<file path="src/rtl/activation_pkg.sv">
// Shared types and sizing constants for the spiking activation scheduler.
package activation_pkg;

  localparam int TIMER_WIDTH_DEF = 5;
  localparam int IDX_WIDTH_DEF   = 8;
  localparam int STALL_WIDTH     = 16;

  typedef enum logic [1:0] {
    ST_IDLE   = 2'd0,
    ST_ACCUM  = 2'd1,
    ST_SAMPLE = 2'd2,
    ST_DONE   = 2'd3
  } state_t;

endpackage

</file>
<file path="src/rtl/interval_timer.sv">
// Step timer for one accumulation interval; wraps to zero on the terminal step.
module interval_timer #(
  parameter int W = 5
) (
  input  logic         clk,
  input  logic         rst,
  input  logic         clear,
  input  logic         step,
  input  logic [W-1:0] interval,
  output logic [W-1:0] timer,
  output logic         terminal
);

  logic [W-1:0] timer_q;
  logic [W-1:0] timer_d;

  // interval is never zero while stepping, so interval-1 cannot underflow here
  assign terminal = (timer_q == (interval - W'(1)));
  assign timer    = timer_q;

  always_comb begin
    timer_d = timer_q;
    if (clear) begin
      timer_d = '0;
    end else if (step) begin
      timer_d = terminal ? '0 : timer_q + W'(1);
    end
  end

  always_ff @(posedge clk) begin
    if (rst) begin
      timer_q <= '0;
    end else begin
      timer_q <= timer_d;
    end
  end

endmodule

</file>
<file path="src/rtl/activation_scheduler.sv">
// Run sequencer: counts steps into intervals, clears accumulators, holds sample windows.
// Optional saturating sample-stall counter under ACT_SCHED_STALL_COUNT_EN.
module activation_scheduler
  import activation_pkg::*;
#(
  parameter int TIMER_WIDTH = TIMER_WIDTH_DEF,
  parameter int IDX_WIDTH   = IDX_WIDTH_DEF
) (
  input  logic                   clk,
  input  logic                   rst,
  input  logic                   start,
  input  logic                   abort,
  input  logic [TIMER_WIDTH-1:0] accumulate_interval,
  input  logic [IDX_WIDTH-1:0]   num_intervals,
  input  logic                   step_valid,
  output logic                   step_ready,
  output logic                   acc_en,
  output logic                   acc_clear,
  output logic [TIMER_WIDTH-1:0] timer,
  output logic                   sample_valid,
  input  logic                   sample_ready,
  output logic [IDX_WIDTH-1:0]   interval_idx,
  output logic                   busy,
  output logic                   done,
  output logic                   cfg_err,
  output state_t                 dbg_state
`ifdef ACT_SCHED_STALL_COUNT_EN
  ,
  output logic [STALL_WIDTH-1:0] stall_cycles
`endif
);

  // Handshakes: a step transfers on step_valid & step_ready, a sample on
  // sample_valid & sample_ready; an abort in the same cycle cancels either.
  state_t                 state_q, state_d;
  logic [IDX_WIDTH-1:0]   idx_q, idx_d;
  logic [TIMER_WIDTH-1:0] interval_q, interval_d;
  logic [IDX_WIDTH-1:0]   num_q, num_d;

  logic start_req, cfg_ok, start_ok, abort_act;
  logic step_fire, sample_hs, last_interval, terminal, timer_clear;

  assign busy         = (state_q != ST_IDLE);
  assign step_ready   = (state_q == ST_ACCUM);
  assign sample_valid = (state_q == ST_SAMPLE);
  assign done         = (state_q == ST_DONE);
  assign dbg_state    = state_q;
  assign interval_idx = idx_q;

  assign start_req     = (state_q == ST_IDLE) & start;
  assign cfg_ok        = (|accumulate_interval) & (|num_intervals);
  assign start_ok      = start_req & cfg_ok;
  assign cfg_err       = start_req & ~cfg_ok;
  assign abort_act     = abort & busy;
  assign step_fire     = step_ready & step_valid & ~abort;
  assign sample_hs     = sample_valid & sample_ready & ~abort;
  assign last_interval = (idx_q == (num_q - IDX_WIDTH'(1)));
  assign acc_en        = step_fire;
  assign acc_clear     = start_ok | (sample_hs & ~last_interval) | abort_act;
  assign timer_clear   = start_ok | abort_act;

  interval_timer #(.W(TIMER_WIDTH)) u_timer (
    .clk      (clk),
    .rst      (rst),
    .clear    (timer_clear),
    .step     (step_fire),
    .interval (interval_q),
    .timer    (timer),
    .terminal (terminal)
  );

  always_comb begin
    state_d    = state_q;
    idx_d      = idx_q;
    interval_d = interval_q;
    num_d      = num_q;
    case (state_q)
      ST_IDLE: begin
        if (start_ok) begin
          interval_d = accumulate_interval;
          num_d      = num_intervals;
          idx_d      = '0;
          state_d    = ST_ACCUM;
        end
      end
      ST_ACCUM: begin
        if (abort) begin
          state_d = ST_IDLE;
        end else if (step_fire && terminal) begin
          state_d = ST_SAMPLE;
        end
      end
      ST_SAMPLE: begin
        if (abort) begin
          state_d = ST_IDLE;
        end else if (sample_hs) begin
          if (last_interval) begin
            state_d = ST_DONE;
          end else begin
            idx_d   = idx_q + IDX_WIDTH'(1);
            state_d = ST_ACCUM;
          end
        end
      end
      ST_DONE: state_d = ST_IDLE;
      default: state_d = ST_IDLE;
    endcase
  end

  always_ff @(posedge clk) begin
    if (rst) begin
      state_q    <= ST_IDLE;
      idx_q      <= '0;
      interval_q <= '0;
      num_q      <= '0;
    end else begin
      state_q    <= state_d;
      idx_q      <= idx_d;
      interval_q <= interval_d;
      num_q      <= num_d;
    end
  end

`ifdef ACT_SCHED_STALL_COUNT_EN
  logic [STALL_WIDTH-1:0] stall_q, stall_d;

  always_comb begin
    stall_d = stall_q;
    if (start_ok) begin
      stall_d = '0;
    end else if (sample_valid && !sample_ready && !(&stall_q)) begin
      stall_d = stall_q + STALL_WIDTH'(1);
    end
  end

  always_ff @(posedge clk) begin
    if (rst) begin
      stall_q <= '0;
    end else begin
      stall_q <= stall_d;
    end
  end

  assign stall_cycles = stall_q;
`endif

endmodule

</file>
<file path="config.mk">
export PLATFORM = sky130hd
export DESIGN_NAME = activation_scheduler
export DESIGN_NICKNAME = d
export VERILOG_FILES = /design/src/rtl/activation_pkg.sv /design/src/rtl/interval_timer.sv /design/src/rtl/activation_scheduler.sv
export SDC_FILE = /design/constraint.sdc
export NUM_CORES = 1
export LEC_CHECK = 0
export CAP_MARGIN = 20
export CORE_UTILIZATION = 40
export DETAILED_ROUTE_END_ITERATION = 16
export GPL_ROUTABILITY_DRIVEN = 0
export GPL_TIMING_DRIVEN = 0
export PLACE_DENSITY = 0.67
export SETUP_SLACK_MARGIN = 0.4
export SLEW_MARGIN = 25
export SYNTH_ARGS = -nofsm -noshare
export SYNTH_HDL_FRONTEND = slang
export SYNTH_SLANG_ARGS = --single-unit
</file>
<file path="constraint.sdc">
create_clock -name clk -period 7 [get_ports clk]
set_input_delay 2.1 -clock clk [delete_from_list [all_inputs] [get_ports clk]]
set_output_delay 2.1 -clock clk [all_outputs]
set_load 0.005 [all_outputs]
</file>
==> results_slide.txt, run 1 <==
Physical Implementation Snapshot

Status
  – Outcome: completed

Setup path
  – Worst reg2reg path depth: 11
  – Kind of end point of the critical path: output pin
  – Required time worst endpoint: 4900 ps
  – Worst reg-to-reg setup slack: 4500 ps
  – Classification of the worst setup path: in2out

Synth
  – Area share of and/or/nand/nor cells after synthesis: 0.2639
  – Synthesis area per yosys: 0.001693 mm²
  – Fraction of registers with async set/reset: 0
  – Xor/xnor share of the synthesized area: 0.08795
  – Post-synth EDFFs: 0
  – Area fraction in full adders, half adders and majority gates: 0.02956
  – Number of warnings printed during yosys synthesis: 0
  – Count of unique library cells instantiated by Yosys: 42
  – Post-Synthesis Mean Instance Area: 8.422 µm²

Timing
  – Final clock period utilization by the worst path: 0.8900
  – Achievable Freq: 160.5 MHz
  – Final Hold Fails: 0
  – Setup repair after global routing missed its margin: no
  – Clock period minus final worst setup slack: 6230 ps
  – Final Max Slew Viols: 0
  – Setup_tns: 0 ps

Global route
  – Antenna violations before repair: 0
  – Met1 routing resource usage after global routing: 0.2389
  – Pin count of the biggest net entering global routing: 17
  – Global-route wire length before repair: 6244 µm
  – Number of global-route vias before repair: 1382
  – Most used routing layer: met2
  – GR Layer Usage met3: 0.03425
  – Global Route met2 Usage: 0.2925

Hold path
  – Instance count along the most critical hold path: 2
  – Worst Hold Path EP: interval_idx[7]

Finish
  – Final core area utilization: 0.5503
  – Share of layout cells above drive strength 1: 0.05738
  – N_diodes: 0
  – Total of fill cells in the finished design: 386
  – Most frequently placed logic cell in the final layout: sky130_fd_sc_hd__clkdlybuf4s50_1
  – Synthesis-to-layout area growth: 30.97%

Clocking
  – Root cell of the clock tree: sky130_fd_sc_hd__clkbuf_8
  – Postcts setup bufs: 0
  – Deepest clock path buffer count: 2
  – Post-cts hold-fix buffer tally: 0
  – Number of H-tree levels: 1
  – Quantity of gates resized following cts: 0

Floorplan
  – Number of rows created at floorplan: 23
  – Die area: 0.004496 mm²
  – Die H: 67.06 µm
  – Die span in x: 67.06 µm

Drt
  – Number of antenna-violating nets in the routed design: 0
  – Highest routed layer: met4
  – Vias per cell: 5.374
  – Met3 routed wirelength: 168 µm
  – Routed metal-1 wire length: 1843 µm
  – Met2 wirelength from detailed routing: 1713 µm
  – Detailed-route DRC error count: 0

Job
  – Max capacitance violation total: 0

Power and ir drop
  – Power density relative to cell area: 169.2 mW/mm²
==> run 1: metrics by stage <==
step / instances / instance area (µm²) / setup slack (ps) / hold WS [ps] / total power (µW)
CTS: 294 / 2217 / 731.3 / 530.1 / 380.0
floorplan: 201 / 1693 / 1783 / 480.4 / 225.6
detailed placement: 290 / 2146 / 757.0 / 512.0 / 252.4
finish: 294 / 2217 / 770.0 / 525.8 / 375.1
global route: 294 / 2217 / 622.7 / 560.4 / 395.1
global placement: 290 / 2146 / 734.1 / 499.3 / 251.7
==> run 1: report_power, final <==
group	switching, µW	leakage, µW	internal [µW]
sequential	8.30	0.000228	165
combinational	35.7	0.000538	39.7
clock	49.8	0.0000357	76.5
total	93.7	0.000802	281
==> run 1: logic make-up after synthesis <==
| kind of cell | after synthesis |
|---|---|
| adder cells (fa/ha/maj) | 4 |
| buffers and inverters | 16 |
| AND-OR/OR-AND | 38 |
| XOR/XNOR | 17 |
| multiplexers | 14 |
| AND/OR/NAND/NOR | 84 |
| flip-flops | 28 |
==> run 1: critical path, stage by stage <==
cell                              delay, ps
sky130_fd_sc_hd__clkdlybuf4s50_1        450
sky130_fd_sc_hd__nor4_1                 300
sky130_fd_sc_hd__a22oi_1                150
sky130_fd_sc_hd__nor2b_1                150
sky130_fd_sc_hd__buf_2                  170
sky130_fd_sc_hd__or3b_1                 360
sky130_fd_sc_hd__clkdlybuf4s50_1        450
==> run 1: registers in the layout, summed over array words and instances (netlist names) <==
name,flops
num_q,8
interval_idx,8
dbg_state,2
interval_q,5
u_timer.timer,5
==> run 1: layout make-up <==
cell class / count / area (µm²) / share of cell area
Multi-Input combinational cell: 157 / 1065 / 0.4802
Inverter: 7 / 26.28 / 0.01185
Sequential cell: 28 / 560.5 / 0.2528
Clock inverter: 1 / 30.03 / 0.01354
Clock buffer: 3 / 41.29 / 0.01862
Buffer: 9 / 41.29 / 0.01862
Tap cell: 50 / 62.56 / 0.02822
Timing Repair Buffer: 39 / 390.4 / 0.1761
==> run 1: how the worst max path moves through the flow <==
stage	startpoint	end	slack (ps)	cells after the start
after global placement	num_intervals[1]	acc_clear	730	7
final	num_intervals[1]	acc_clear	770	7
after CTS	num_intervals[1]	acc_clear	730	7
after detailed placement	num_intervals[1]	acc_clear	760	7
after global routing	num_intervals[4]	acc_clear	620	7
after floorplan	num_intervals[1]	acc_clear	1780	5
==> run 1: synthesized netlist by cell type (5+ instances only) <==
cell,n,share of area
sky130_fd_sc_hd__dfxtp_1,28,0.33
sky130_fd_sc_hd__nor2_1,25,0.055
sky130_fd_sc_hd__a21oi_1,14,0.041
sky130_fd_sc_hd__mux2i_1,14,0.083
sky130_fd_sc_hd__nand2_1,14,0.031
sky130_fd_sc_hd__xnor2_1,10,0.052
sky130_fd_sc_hd__o21ai_1,8,0.024
sky130_fd_sc_hd__or3_1,8,0.030
sky130_fd_sc_hd__inv_1,7,0.016
sky130_fd_sc_hd__xor2_1,7,0.036
sky130_fd_sc_hd__nand4_1,6,0.022
sky130_fd_sc_hd__clkbuf_1,5,0.011
sky130_fd_sc_hd__nor3_1,5,0.015
Run 1, wires at chosen ports, followed through buffers:
Scale: 6 px per µm.
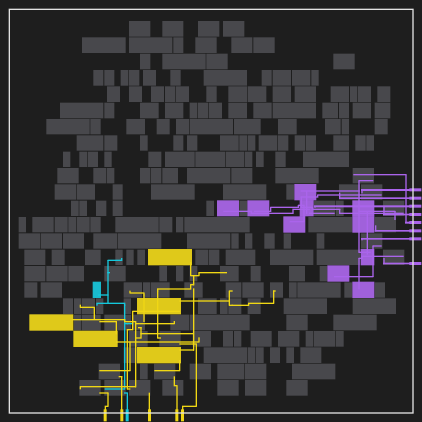
`acc_en` -> cyan  # bits 1, direction output, edge bottom, end cells 1, buffers 1, wire 38.6 µm
`timer` -> yellow  # bits 5, direction output, edge bottom, end cells 5, buffers 5, wire 214 µm
`num_intervals` -> purple  # bits 8, direction input, edge right, end cells 10, buffers 8, wire 217 µm
IO Count: 41
number of port buffers: 39

Run 1, zoomed window:
Window x 40 to 60, y 40 to 60 µm. Cells in grey, sequential cells in the stronger grey; small squares are vias.
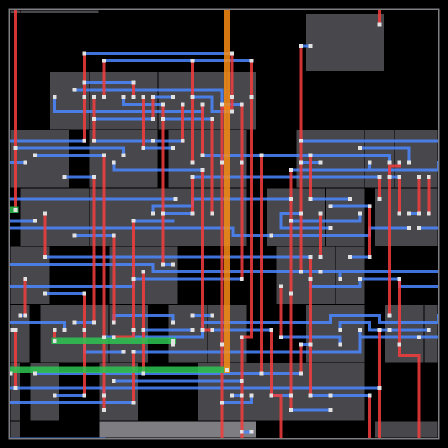
metal 2 -> red
metal 3 -> green
metal 4 -> orange
metal 1 -> blue
cells with their middle in the window = 29
most frequent = xnor2_1 (4), nor3_1 (3)
sequential cells in the window = 0

Run 1, signal wires by layer:
Scale: 8 px per µm. Only two layers are drawn.
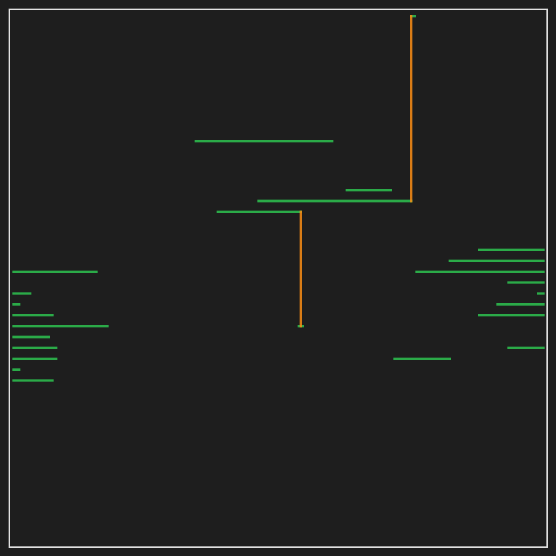
metal 3 -> green  # wire length 168 µm
metal 4 -> orange  # wire length 37.4 µm
routed via count: 1580
total wirelength of the detailed-routed design: 3761 µm
Overall Global Routing Usage: 0.1795
DR WL/cell: 12.79 µm

Run 1, clock routing:
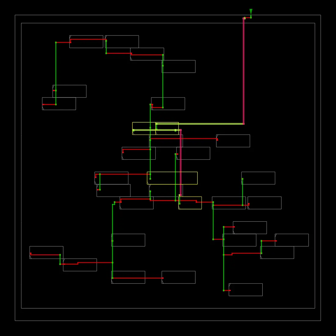
clk_buf instances: 3
number of clock sinks: 28
insertion delay to the later sink of the worst-skew pair: 270 ps
clock distribution power: 126 µW
worst clock skew: 5.766 ps

Run 1, met2 routing:
Scale: 6 px per µm. Cells faint in the background.
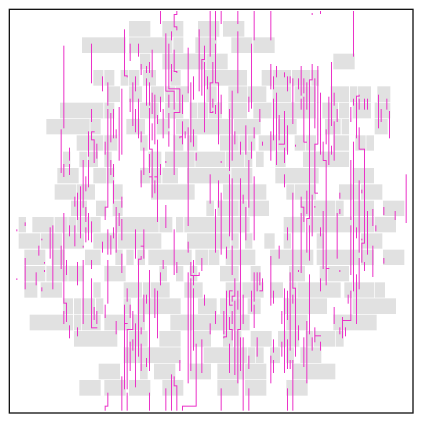

==> run 2, diff against run 1 <==
- ABC_AREA: unset -> 1
- CTS_CLUSTER_SIZE: unset -> 28
- PLACE_DENSITY: 0.67 -> 0.66
Run 2, met2 routing:
Scale: 6 px per µm. Cells faint in the background.
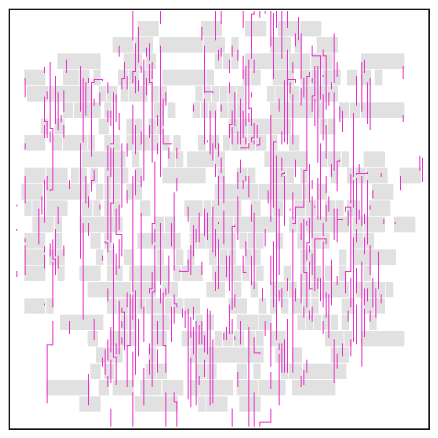
main direction = vertical
wire length on this layer = 1980 µm
longest straight run = 30.6 µm
nets with wire on the layer = 278

Run 2, signal wires by layer:
Scale: 8 px per µm. Only two layers are drawn.
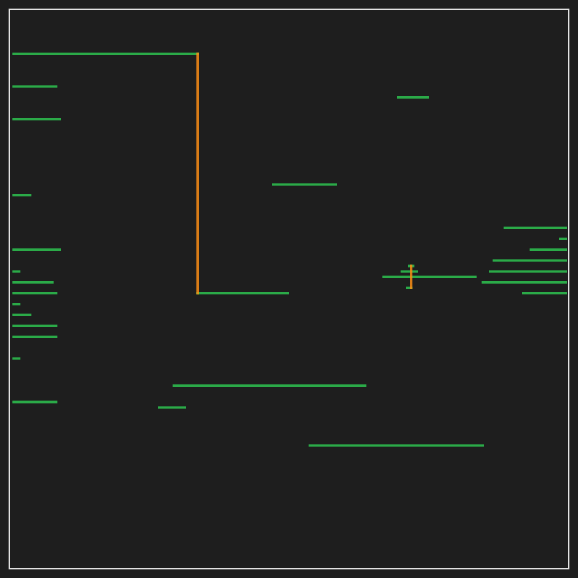
metal 4 -> orange  # wire length 32.6 µm
metal 3 -> green  # wire length 204 µm
routed via count: 1927
Overall Global Routing Usage: 0.2045

==> run 2 against run 1 <==
- critical path depth is 1 higher
- hold slack worse by 39 ps
- maximum frequency is 4.6% higher
- total power is 15% higher
- die size is 8.2% higher
- sequential share of layout area is 1.7 points lower
- global-route usage is 2.5 points higher
- clock power is 3% higher
- core utilization is 0.92 points lower
==> results_slide.txt, run 2 <==
Physical Implementation Snapshot

Finish
  – Share of layout cells above drive strength 1: 0.05572 (-0.001659)
  – N_diodes: 0 (unchanged)
  – Non-filler instance count after layout: 393 (+34%)
  – Total of fill cells in the finished design: 445 (+15%)
  – Most frequently placed logic cell in the final layout: sky130_fd_sc_hd__nand2_1
  – Final instance area: 0.002372 mm² (+7.0%)

Status
  – Outcome: completed

Synth
  – Synth top cell by count: sky130_fd_sc_hd__nand2_1
  – Leading cell types by total area after synthesis: sky130_fd_sc_hd__dfxtp_1, sky130_fd_sc_hd__nand2_1, sky130_fd_sc_hd__inv_1, sky130_fd_sc_hd__nor2_1, sky130_fd_sc_hd__a21oi_1
  – Count of unique library cells instantiated by Yosys: 28 (-33%)
  – Post-Synthesis Mean Instance Area: 6.180 µm² (-27%)
  – Synthesis area per yosys: 0.001836 mm² (+8.4%)
  – Top cells by instance count after synthesis: sky130_fd_sc_hd__nand2_1, sky130_fd_sc_hd__inv_1, sky130_fd_sc_hd__nor2_1
  – Area share of and/or/nand/nor cells after synthesis: 0.3824 (+0.1186)
  – Post-synth EDFFs: 0 (unchanged)
  – Number of warnings printed during yosys synthesis: 0 (unchanged)
  – Xor/xnor share of the synthesized area: 0.05726 (-0.03069)

Clocking
  – Insertion delay to the later sink of the worst-skew pair: 270 ps (about the same)
  – Number of H-tree levels: 1 (unchanged)
  – Root cell of the clock tree: sky130_fd_sc_hd__clkbuf_8
  – Deepest clock path buffer count: 2 (unchanged)
  – Quantity of gates resized following cts: 0 (unchanged)

Global route
  – Global-route wire length before repair: 8114 µm (+30%)
  – Pin count of the biggest net entering global routing: 17 (unchanged)

Timing
  – Setup repair after global routing missed its margin: no
  – Final clock period utilization by the worst path: 0.8511 (-0.03886)
  – Clock period minus final worst setup slack: 5958 ps (-272.0 ps)
  – Final Max Slew Viols: 0 (unchanged)
  – Worst clock skew: 3.975 ps (-1.792 ps)
  – Achievable Freq: 167.8 MHz (+4.6%)

Place
  – Number of port buffers: 40 (+2.6%)

Drt
  – Detailed-route DRC error count: 0 (unchanged)
  – Total wirelength of the detailed-routed design: 4647 µm (+24%)
  – DR WL/cell: 11.82 µm (-7.6%)
  – Number of antenna-violating nets in the routed design: 0 (unchanged)

Setup path
  – Most used cell along the critical path: sky130_fd_sc_hd__nand2_1
  – Worst-path cell with the longest stage delay: sky130_fd_sc_hd__clkdlybuf4s50_1
  – Kind of end point of the critical path: output pin
  – Number of gates on the worst path with buffers counted: 8 (+1)
  – Family with the most delay on the worst path: buffers and inverters
  – Highest cell delay on the worst timing path: 460 ps (about the same)
  – Number of buffers and inverters on the critical path: 3 (unchanged)
  – Cells along the critical path: clkdlybuf4s50_1 -> nor4_1 -> nand2_1 -> nand4_2 -> nand2_1 -> inv_1 -> nand2_1 -> clkdlybuf4s50_1

Hold path
  – Instance count along the most critical hold path: 2 (unchanged)

Job
  – Max capacitance violation total: 0 (unchanged)

Power and ir drop
  – Final Total Pwr: 429.9 µW (+15%)

Floorplan
  – Die area: 0.004864 mm² (+8.2%)
  – IO Count: 41 (unchanged)
  – Die span in x: 69.74 µm (+4.0%)
  – Die H: 69.74 µm (+4.0%)
-- run 2: netlist changes by cell type after synthesis, moves of 10 or more --
cell / previous run / this run
sky130_fd_sc_hd__a21oi_1: 14 / 24
sky130_fd_sc_hd__inv_1: 7 / 40
sky130_fd_sc_hd__mux2i_1: 14 / 0
sky130_fd_sc_hd__nand2_1: 14 / 88
sky130_fd_sc_hd__nand3_1: 4 / 20
sky130_fd_sc_hd__o21ai_0: 0 / 15
-- run 2: per-stage QoR --
stage / setup WS (ps) / utilization / hold WS [ps]
after global routing: 819.5 / 0.5411 / 510.6
after floorplan: 2114 / - / 443.7
after detailed placement: 1050 / 0.5248 / 470.5
after global placement: 1036 / 0.5248 / 469.0
after CTS: 1040 / 0.5411 / 490.1
final: 1042 / 0.5411 / 487.1
-- run 2: worst paths after layout --
path | to | slack (ps) | start
max reg2reg | interval_idx[3] | 4940 | num_q[0]
min reg2reg | interval_q[4] | 490 | interval_q[4]
min | interval_q[4] | 490 | interval_q[4]
max | acc_clear | 1040 | num_intervals[4]
-- run 2: area by class of cell --
cell class	instances	area, µm²	share of cell area
sequential	28	560.5	0.2363
clock inverter	1	30.03	0.01266
clock buffer	3	41.29	0.01741
tap	52	65.06	0.02743
timing repair buffer	40	400.4	0.1688
multi-input combinational	220	1087	0.4583
inverter	42	157.7	0.06646
buffer	7	30.03	0.01266
-- run 2: power breakdown --
part           internal (µW)  switching, µW
combinational           49.9           71.2
sequential               169           9.86
clock                   76.5           53.2
total                    296            134
-- run 2: logic make-up after synthesis --
kind of cell / Yosys count
XOR/XNOR: 12
buffers and inverters: 49
flip-flops: 28
adder cells (fa/ha/maj): 4
AND/OR/NAND/NOR: 162
AND-OR/OR-AND: 42
-- run 2: per-layer routing --
metal | share of wire | global-route usage | up-vias
met5 | 0 | 0 | -
met4 | 0.0069 | 0.04889 | 0
met3 | 0.044 | 0.02907 | 4
met2 | 0.43 | 0.3225 | 37
met1 | 0.52 | 0.2948 | 854
li1 | - | - | 1032
-- run 2: worst register-to-register path, stage by stage, from the launching register on --
cell                       delay [ps]
sky130_fd_sc_hd__dfxtp_1          410
sky130_fd_sc_hd__inv_1            120
sky130_fd_sc_hd__ha_1             310
sky130_fd_sc_hd__xor2_1           140
sky130_fd_sc_hd__nand2_1           70
sky130_fd_sc_hd__nor2_1            90
sky130_fd_sc_hd__nand3_1          170
sky130_fd_sc_hd__o21bai_4         350
sky130_fd_sc_hd__nand2_4          140
sky130_fd_sc_hd__nand2_1           90
sky130_fd_sc_hd__a21oi_1           60
Run 2, zoomed window:
Window x 42 to 62, y 42 to 62 µm. Cells in grey, sequential cells in the stronger grey; small squares are vias.
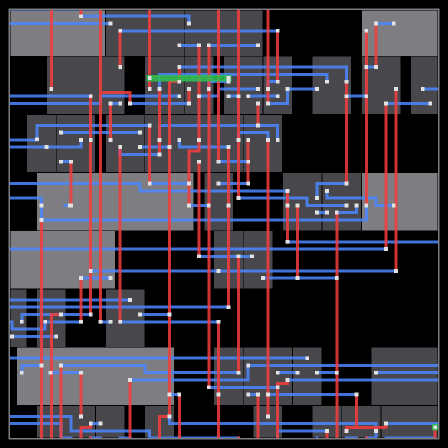

==> run 3, diff against run 2 <==
- CAP_MARGIN: 20 -> unset
- CTS_BUF_LIST: unset -> sky130_fd_sc_hd__clkbuf_16
- PLACE_DENSITY: 0.66 -> unset
- PLACE_DENSITY_LB_ADDON: unset -> 0.15
Run 3, zoomed window:
Window x 42 to 62, y 42 to 62 µm. Cells in grey, sequential cells in the stronger grey; small squares are vias.
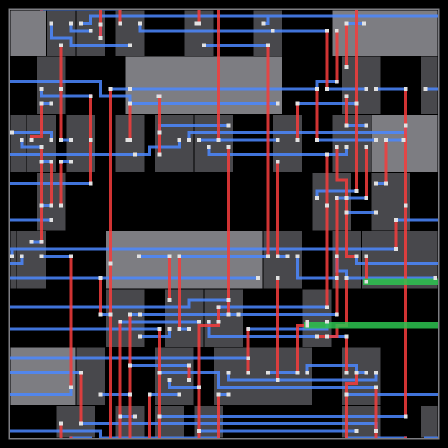
metal 2 -> red
metal 3 -> green
metal 1 -> blue
cells with their middle in the window = 38
sequential cells in the window = 3
netlist names of flops here include = `interval_q` (3)
most frequent = nand2_1 (7), o21ai_0 (7), a21oi_1 (6)

Run 3, met2 routing:
Scale: 6 px per µm. Cells faint in the background.
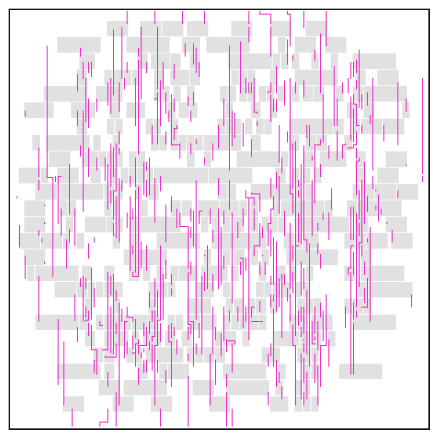
main direction = vertical
longest straight run = 32.3 µm
total wirelength of the detailed-routed design: 4594 µm
Global Route met2 Usage: 0.2988
routed via count: 1905

==> run 3 against run 2 <==
- sequential cell count unchanged
- die size unchanged
- register-to-register slack barely moved
- first-iteration DRC count increased by 13%
- clock power barely moved
- clock-buffer cell count unchanged
- sequential share of layout area down 0.074 points
- final cell count unchanged
- clock skew increased by 1.3 ps
==> results_slide.txt, run 3 <==
Physical Implementation Snapshot

Synth
  – Number of warnings printed during yosys synthesis: 0 (unchanged)
  – Largest family of logic cells by area: simple AND/OR/NAND/NOR gates
  – Top cells by instance count after synthesis: sky130_fd_sc_hd__nand2_1, sky130_fd_sc_hd__inv_1, sky130_fd_sc_hd__nor2_1
  – Leading cell types by total area after synthesis: sky130_fd_sc_hd__dfxtp_1, sky130_fd_sc_hd__nand2_1, sky130_fd_sc_hd__inv_1, sky130_fd_sc_hd__nor2_1, sky130_fd_sc_hd__a21oi_1
  – Flops after synth: 28
  – Synthesis area per yosys: 0.001836 mm² (unchanged)
  – Area share of and/or/nand/nor cells after synthesis: 0.3824 (unchanged)
  – Post-synth EDFFs: 0 (unchanged)

Timing
  – Worst clock skew: 5.313 ps (+1.338 ps)
  – Final clock period utilization by the worst path: 0.8448 (-0.006363)
  – Final Max Slew Viols: 0 (unchanged)
  – Post-layout worst setup margin: 1087 ps (+44.54 ps)
  – Achievable Freq: 169.1 MHz (+0.75%)
  – Setup violators final: 0
  – Clock period minus final worst setup slack: 5913 ps (-44.54 ps)
  – Setup repair after global routing missed its margin: no

Finish
  – Share of layout cells above drive strength 1: 0.05279 (-0.002933)
  – Area taken by flip-flops and latches: 560.5 µm² (unchanged)
  – Logic area: 0.001087 mm² (unchanged)
  – N_diodes: 0 (unchanged)
  – Total of fill cells in the finished design: 466 (+4.7%)
  – Most frequent cells in the layout: sky130_fd_sc_hd__nand2_1, sky130_fd_sc_hd__inv_1, sky130_fd_sc_hd__clkdlybuf4s50_1, sky130_fd_sc_hd__nor2_1, sky130_fd_sc_hd__dfxtp_1

Status
  – Outcome: completed

Place
  – Number of port buffers: 40 (unchanged)

Power and ir drop
  – Final Total Pwr: 430.8 µW (+0.21%)

Drt
  – DR WL/cell: 11.69 µm (-1.1%)
  – Detailed-route DRC error count: 0 (unchanged)
  – Number of antenna-violating nets in the routed design: 0 (unchanged)

Clocking
  – Number of H-tree levels: 1 (unchanged)
  – Root cell of the clock tree: sky130_fd_sc_hd__clkbuf_16
  – Insertion delay to the later sink of the worst-skew pair: 270 ps (about the same)
  – Deepest clock path buffer count: 2 (unchanged)

Setup path
  – Highest cell delay on the worst timing path: 460 ps (about the same)
  – Most used cell along the critical path: sky130_fd_sc_hd__nand2_1
  – Number of buffers and inverters on the critical path: 3 (unchanged)
  – Family with the most delay on the worst path: buffers and inverters
  – Kind of end point of the critical path: output pin

Global route
  – Global-route wire length before repair: 7693 µm (-5.2%)
  – Overall Global Routing Usage: 0.1932 (-0.01134)

Floorplan
  – IO Count: 41 (unchanged)
  – Die area: 0.004864 mm² (unchanged)
  – Die span in x: 69.74 µm (unchanged)

Job
  – Max capacitance violation total: 0 (unchanged)
run 3: tightest hold or removal path: stages, from the launching register on:
cell                      delay, ps
sky130_fd_sc_hd__dfxtp_1        320
sky130_fd_sc_hd__nand2_1         60
sky130_fd_sc_hd__a21oi_1         50
run 3: report_power, final:
part | switching [µW] | leakage, µW | internal [µW]
logic | 70.5 | 0.000789 | 49.8
clock network | 54.7 | 0.0000385 | 76.7
registers | 9.93 | 0.000229 | 169
total | 135 | 0.00106 | 296
run 3: metrics by stage:
step	cell area, µm²	utilization	hold WS (ps)
detailed placement	2301	0.5248	473.1
finish	2380	0.5428	480.5
global placement	2301	0.5248	469.1
global route	2380	0.5428	514.5
CTS	2380	0.5428	483.0
floorplan	1836	-	443.7
run 3: final timing paths:
| path | from | endpoint | slack, ps | cells past startpoint |
|---|---|---|---|---|
| hold reg to reg | num_q[7] | num_q[7] | 480 | 2 |
| hold / removal | num_q[7] | num_q[7] | 480 | 2 |
| setup / recovery | num_intervals[5] | acc_clear | 1090 | 8 |
| setup reg to reg | num_q[0] | interval_idx[7] | 4930 | 10 |
run 3: cell type report:
cell class | count | area share
well taps | 52 | 0.02734
flip-flops and latches | 28 | 0.2355
multi-input cells | 220 | 0.4569
plain buffers | 7 | 0.01262
clock inverters | 1 | 0.001577
inverters | 42 | 0.06625
repair buffers | 40 | 0.1682
clock buffers | 3 | 0.03155
run 3: cell families (layout without fill, tap and decap cells):
group | Yosys count | count (layout)
buf+inv | 49 | 93
fa+ha+maj | 4 | 4
compound gates | 42 | 42
simple gates | 162 | 162
xor+xnor | 12 | 12
flops | 28 | 28
run 3: routing by layer:
layer,vias to the layer above,GRT usage,routed length (µm)
met5,-,0,0
met4,0,0.04667,30
met3,2,0.04215,239
met2,44,0.2988,1885
met1,837,0.2736,2438
li1,1022,-,-
Power and IR drop assume default switching activity.
